--- config.mk ---
export PLATFORM = sky130hd
export DESIGN_NAME = instr_fetch_unit_flat
export DESIGN_NICKNAME = d
export VERILOG_FILES = /design/src/rtl/instr_fetch_unit_pkg.sv /design/src/rtl/instr_fetch_unit_if.sv /design/src/rtl/instr_fetch_unit_fifo.sv /design/src/rtl/instr_fetch_unit.sv /design/src/flat_wrapper.sv
export SDC_FILE = /design/constraint.sdc
export NUM_CORES = 1
export LEC_CHECK = 0
export ABC_AREA = 1
export ABC_CLOCK_PERIOD_IN_PS = 5000
export CAP_MARGIN = 20
export CORE_UTILIZATION = 53
export DETAILED_ROUTE_END_ITERATION = 16
export PLACE_DENSITY_LB_ADDON = 0.15
export SLEW_MARGIN = 20
export SYNTH_ARGS = -nofsm -noshare
export SYNTH_HDL_FRONTEND = slang
export SYNTH_SLANG_ARGS = --single-unit
--- constraint.sdc ---
create_clock -name clk -period 5 [get_ports clk]
set_input_delay 1.25 -clock clk [delete_from_list [all_inputs] [get_ports clk]]
set_output_delay 1.25 -clock clk [all_outputs]
set_load 0.01 [all_outputs]
--- src/rtl/instr_fetch_unit_pkg.sv ---
// rv32i_pkg: shared width, NOP encoding, fetch FSM states and queue entry layout.
package rv32i_pkg;
    localparam int XLEN = 32;
    localparam logic [XLEN-1:0] NOP_INSTR = 32'h0000_0013;
    typedef enum logic [1:0] {BOOT, FETCH, FLUSH} fetch_state_e;
    typedef struct packed {
        logic [XLEN-1:0] instr;
        logic [XLEN-1:0] pc;
    } if_entry_t;
endpackage

--- src/rtl/instr_fetch_unit_if.sv ---
// instr_fetch_unit_if: imem req/gnt/rvalid bus, execute redirect and decode valid/ready.
interface instr_fetch_unit_if import rv32i_pkg::*; ();
    logic            imem_req;
    logic [XLEN-1:0] imem_addr;
    logic            imem_gnt;
    logic            imem_rvalid;
    logic [XLEN-1:0] imem_rdata;
    logic            PCSel;
    logic [XLEN-1:0] pc_target;
    logic            if_valid;
    logic            if_ready;
    logic [XLEN-1:0] if_instr;
    logic [XLEN-1:0] if_pc;
    logic [XLEN-1:0] if_pc4;
    modport master (
        output imem_req, imem_addr, if_valid, if_instr, if_pc, if_pc4,
        input  imem_gnt, imem_rvalid, imem_rdata, PCSel, pc_target, if_ready
    );
    modport slave (
        input  imem_req, imem_addr, if_valid, if_instr, if_pc, if_pc4,
        output imem_gnt, imem_rvalid, imem_rdata, PCSel, pc_target, if_ready
    );
endinterface

--- src/rtl/instr_fetch_unit_fifo.sv ---
// fetch_fifo: synchronous FIFO with flush, occupancy count and push+pop when full.
module fetch_fifo #(
    parameter int WIDTH = 32,
    parameter int DEPTH = 2
) (
    input  logic                         clk,
    input  logic                         rst,
    input  logic                         i_push,
    input  logic                         i_pop,
    input  logic                         i_flush,
    input  logic [WIDTH-1:0]             i_data,
    output logic [WIDTH-1:0]             o_data,
    output logic [$clog2(DEPTH+1)-1:0]   o_count
);
    localparam int AW = DEPTH > 1 ? $clog2(DEPTH) : 1;
    localparam int CW = $clog2(DEPTH+1);
    logic [WIDTH-1:0] r_mem [DEPTH];
    logic [AW-1:0]    r_rd, r_wr;
    logic [CW-1:0]    r_cnt;
    logic             w_full, w_empty, w_push, w_pop;
    assign w_full  = r_cnt == CW'(DEPTH);
    assign w_empty = r_cnt == '0;
    assign w_pop   = i_pop && !w_empty;
    assign w_push  = i_push && (!w_full || w_pop);
    assign o_data  = r_mem[r_rd];
    assign o_count = r_cnt;
    always_ff @(posedge clk)
        if (w_push && !i_flush) r_mem[r_wr] <= i_data;
    always_ff @(posedge clk or posedge rst) begin
        if (rst) begin
            r_rd  <= '0;
            r_wr  <= '0;
            r_cnt <= '0;
        end else if (i_flush) begin
            r_rd  <= '0;
            r_wr  <= '0;
            r_cnt <= '0;
        end else begin
            if (w_push) r_wr <= r_wr == AW'(DEPTH-1) ? '0 : r_wr + 1'b1;
            if (w_pop) r_rd <= r_rd == AW'(DEPTH-1) ? '0 : r_rd + 1'b1;
            r_cnt <= r_cnt + CW'(w_push) - CW'(w_pop);
        end
    end
    always_ff @(posedge clk)
        if (!rst && !i_flush) begin
            assert (!(i_push && w_full && !i_pop));
            assert (!(i_pop && w_empty));
        end
endmodule

--- src/rtl/instr_fetch_unit.sv ---
// instr_fetch_unit: RV32I fetch front end; owns the PC, issues imem reads, queues words in order.
module instr_fetch_unit import rv32i_pkg::*; #(
    parameter logic [XLEN-1:0] RESET_PC = 32'h0000_0000,
    parameter int              QDEPTH   = 2
) (
    input logic                clk,
    input logic                rst,
    instr_fetch_unit_if.master io_bus
);
    localparam int CW = $clog2(QDEPTH+1);
    fetch_state_e    r_state, w_state_next;
    logic [XLEN-1:0] r_fpc, w_ret_pc, w_if_pc;
    logic [CW-1:0]   r_out, r_disc, w_out_next, w_disc_dec, w_q_count, w_pc_count;
    logic            w_issue, w_ret, w_push, w_pop, w_valid;
    if_entry_t       w_head;
    assign io_bus.imem_req  = (r_state != BOOT) && ({1'b0, r_out} + {1'b0, w_q_count} < (CW+1)'(QDEPTH));
    assign io_bus.imem_addr = r_fpc;
    assign w_issue    = io_bus.imem_req && io_bus.imem_gnt;
    assign w_ret      = io_bus.imem_rvalid && r_out != '0;
    assign w_out_next = r_out + CW'(w_issue) - CW'(w_ret);
    assign w_disc_dec = r_disc - CW'(w_ret && r_disc != '0);
    // A redirect flushes the queue, so nothing may enter or leave it that cycle.
    assign w_push     = w_ret && r_disc == '0 && !io_bus.PCSel;
    assign w_pop      = w_valid && io_bus.if_ready && !io_bus.PCSel;
    assign w_valid    = w_q_count != '0;
    assign w_if_pc    = w_valid ? w_head.pc : r_fpc;
    assign io_bus.if_valid = w_valid;
    assign io_bus.if_instr = w_valid ? w_head.instr : NOP_INSTR;
    assign io_bus.if_pc    = w_if_pc;
    assign io_bus.if_pc4   = w_if_pc + 32'd4;
    fetch_fifo #(.WIDTH(XLEN), .DEPTH(QDEPTH)) u_pc_fifo (
        .clk(clk), .rst(rst), .i_push(w_issue), .i_pop(w_ret), .i_flush(1'b0),
        .i_data(r_fpc), .o_data(w_ret_pc), .o_count(w_pc_count)
    );
    fetch_fifo #(.WIDTH(2*XLEN), .DEPTH(QDEPTH)) u_q_fifo (
        .clk(clk), .rst(rst), .i_push(w_push), .i_pop(w_pop), .i_flush(io_bus.PCSel),
        .i_data({io_bus.imem_rdata, w_ret_pc}), .o_data(w_head), .o_count(w_q_count)
    );
    always_comb begin
        w_state_next = r_state;
        if (r_state == BOOT) w_state_next = FETCH;
        else if (io_bus.PCSel) w_state_next = w_out_next != '0 ? FLUSH : FETCH;
        else if (r_state == FLUSH && w_disc_dec == '0) w_state_next = FETCH;
    end
    always_ff @(posedge clk or posedge rst) begin
        if (rst) begin
            r_state <= BOOT;
            r_fpc   <= {RESET_PC[XLEN-1:2], 2'b00};
            r_out   <= '0;
            r_disc  <= '0;
        end else begin
            r_state <= w_state_next;
            r_out   <= w_out_next;
            r_disc  <= io_bus.PCSel ? w_out_next : w_disc_dec;
            r_fpc   <= io_bus.PCSel ? {io_bus.pc_target[XLEN-1:2], 2'b00} : w_issue ? r_fpc + 32'd4 : r_fpc;
        end
    end
    always_ff @(posedge clk)
        if (!rst) begin
            assert (!io_bus.imem_rvalid || r_out != '0);
            assert (w_pc_count == r_out);
        end
endmodule

--- src/flat_wrapper.sv ---
// flat-port wrapper written by rule: the top's interface ports become plain ports
module instr_fetch_unit_flat import rv32i_pkg::*;
#(
    parameter logic [XLEN-1:0] RESET_PC = 32'h0000_0000,
    parameter int              QDEPTH   = 2
)
  (clk, rst, io_bus_imem_req, io_bus_imem_addr, io_bus_if_valid, io_bus_if_instr, io_bus_if_pc, io_bus_if_pc4, io_bus_imem_gnt, io_bus_imem_rvalid, io_bus_imem_rdata, io_bus_PCSel, io_bus_pc_target, io_bus_if_ready);
  instr_fetch_unit_if io_bus_i ();
  input logic clk;
  input logic rst;
  output wire logic [$bits(io_bus_i.imem_req)-1:0] io_bus_imem_req;
  output wire logic [$bits(io_bus_i.imem_addr)-1:0] io_bus_imem_addr;
  output wire logic [$bits(io_bus_i.if_valid)-1:0] io_bus_if_valid;
  output wire logic [$bits(io_bus_i.if_instr)-1:0] io_bus_if_instr;
  output wire logic [$bits(io_bus_i.if_pc)-1:0] io_bus_if_pc;
  output wire logic [$bits(io_bus_i.if_pc4)-1:0] io_bus_if_pc4;
  input wire logic [$bits(io_bus_i.imem_gnt)-1:0] io_bus_imem_gnt;
  input wire logic [$bits(io_bus_i.imem_rvalid)-1:0] io_bus_imem_rvalid;
  input wire logic [$bits(io_bus_i.imem_rdata)-1:0] io_bus_imem_rdata;
  input wire logic [$bits(io_bus_i.PCSel)-1:0] io_bus_PCSel;
  input wire logic [$bits(io_bus_i.pc_target)-1:0] io_bus_pc_target;
  input wire logic [$bits(io_bus_i.if_ready)-1:0] io_bus_if_ready;
  assign io_bus_imem_req = io_bus_i.imem_req;
  assign io_bus_imem_addr = io_bus_i.imem_addr;
  assign io_bus_if_valid = io_bus_i.if_valid;
  assign io_bus_if_instr = io_bus_i.if_instr;
  assign io_bus_if_pc = io_bus_i.if_pc;
  assign io_bus_if_pc4 = io_bus_i.if_pc4;
  assign io_bus_i.imem_gnt = io_bus_imem_gnt;
  assign io_bus_i.imem_rvalid = io_bus_imem_rvalid;
  assign io_bus_i.imem_rdata = io_bus_imem_rdata;
  assign io_bus_i.PCSel = io_bus_PCSel;
  assign io_bus_i.pc_target = io_bus_pc_target;
  assign io_bus_i.if_ready = io_bus_if_ready;
  instr_fetch_unit #(.RESET_PC(RESET_PC), .QDEPTH(QDEPTH)) u_core (.clk(clk), .rst(rst), .io_bus(io_bus_i));
endmodule
**Clock routing**

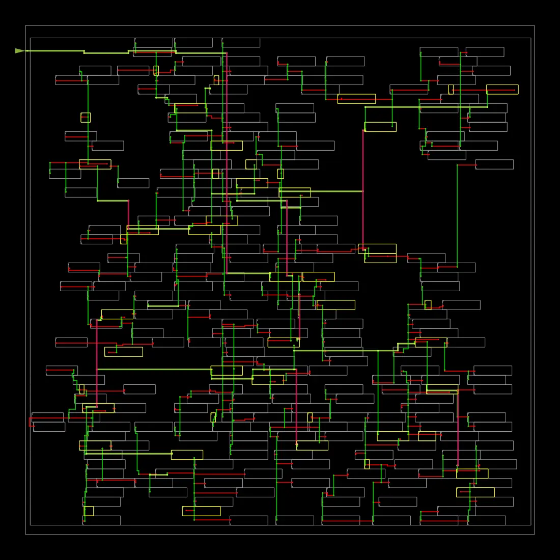
worst skew pair latency: 0.52 ns
Inserted Clock Buffers: 25
clk sinks: 228
clock group total power: 1980 uW
maximum clock skew at final layout: 0.01037 ns

**Cells coloured by class**

Scale bar: 50 um. Fill, decap, tap and diode cells in grey.
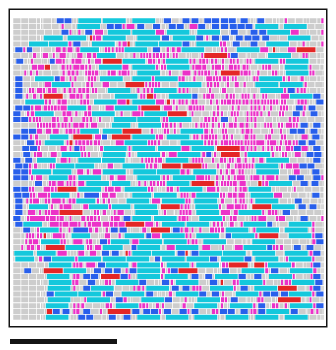
flip-flops -> cyan  # cells 228, share of their area 47%
clock drivers and dummy loads -> red  # cells 46, share of their area 6.4%
all other logic -> magenta  # cells 903, share of their area 31%
other buffers and delay cells -> blue  # cells 207, share of their area 15%

**Metal 2**

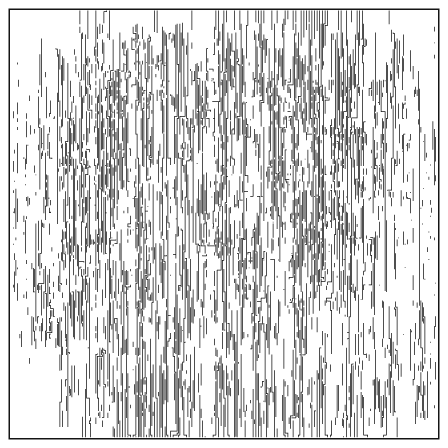
longest straight run = 74.8 um
nets with wire on the layer = 1155
main direction = vertical

==> run notes <==
Physical implementation status

For this run, the detailed router's first-pass iteration total came to 5. For this block, wires on met1 add up to 12860 um. The flow ran to the end, and the final reports show no timing, DRC or antenna violations. The chip occupies 21840 um2.

The worst setup path is captured at a primary output. Measured on the final layout, buffering overhead outside the clock network stands at 0.1438. The routed wire length per instance stands at 19.02 um.

The number of clock buffer instances in the layout stands at 30. The total area of sequential cells stands at 6629 um2. The total net switching power stands at 2982 uW. Per the repair_timing log after CTS, setup buffers inserted total 0. The global routing report lists met3 layer usage as 0.04691. The register with the most flip-flops in the layout has 124 of them. At the floorplan stage, the core utilization is reported as 0.5478.

The switching portion of total power stands at 0.3692. The sum of routed wire length over all layers stands at 31450 um. Setup repair after global routing left no endpoint under its margin. The hold buffer count at CTS stands at 0. The deepest level of the CTS H-tree stands at 1. The register-to-register setup slack stands at 1.99 ns. The final weighted congestion recorded by global placement is 0.9293. The last timing report of the flow puts the setup violation total at 0.

Counting flops and latches in the post-synthesis netlist gives 228. The largest share of the power goes to combinational logic. Per the detail_route report, DRC violations left total 0.

After synthesis, the chip area reported by Yosys is 11260 um2. The worst register-to-register path begins at u_core.u_q_fifo.o_count[1]. The post-synthesis instance total stands at 1171.

The sequential power stands at 2820 uW. Of the total standard cell area in the layout, the sequential portion is 0.4634. According to the timing report, the critical path is captured at io_bus_if_pc4[28].

Per the final layout report, the fraction of cells sized above drive strength 1 comes to 0.09682. The register with the most flip-flops in the final layout is u_core.u_q_fifo.r_mem. The largest cell class by area is flip-flops and latches. The library cell used most frequently in the layout, excluding fill and tap cells, is sky130_fd_sc_hd__nand2_1. For this run, global-route usage on met1 was measured as 0.4084.

The power report attributes to the clock group a share of 0.245. The synthesized netlist was found by Yosys to have 1171 cells. The via count of the first global-routing pass stands at 8632. The total of max-cap violations stands at 0.
metrics by stage:
| stage | setup TNS, ns | instance area, um2 | hold WS, ns | total power, uW |
|---|---|---|---|---|
| 2_1_floorplan | -8.259 | 11280 | 0.4782 | 4544 |
| 3_3_place_gp | 0 | 13420 | 0.5096 | 6009 |
| 3_5_place_dp | 0 | 13420 | 0.5133 | 6080 |
| 4_1_cts | 0 | 14310 | 0.5269 | 8078 |
| 5_1_grt | 0 | 14310 | 0.5618 | 8450 |
| 6_report | 0 | 14310 | 0.5253 | 8078 |
kinds of logic after synthesis:
group	count (synthesis)	share of synthesized area
compound gates	81	0.04288
xor+xnor	46	0.03577
fa+ha+maj	10	0.01178
buf+inv	120	0.05077
flops	228	0.5883
mux	30	0.02999
other cells	1	0.0003329
simple gates	655	0.2402
Power and IR drop assume default switching activity.
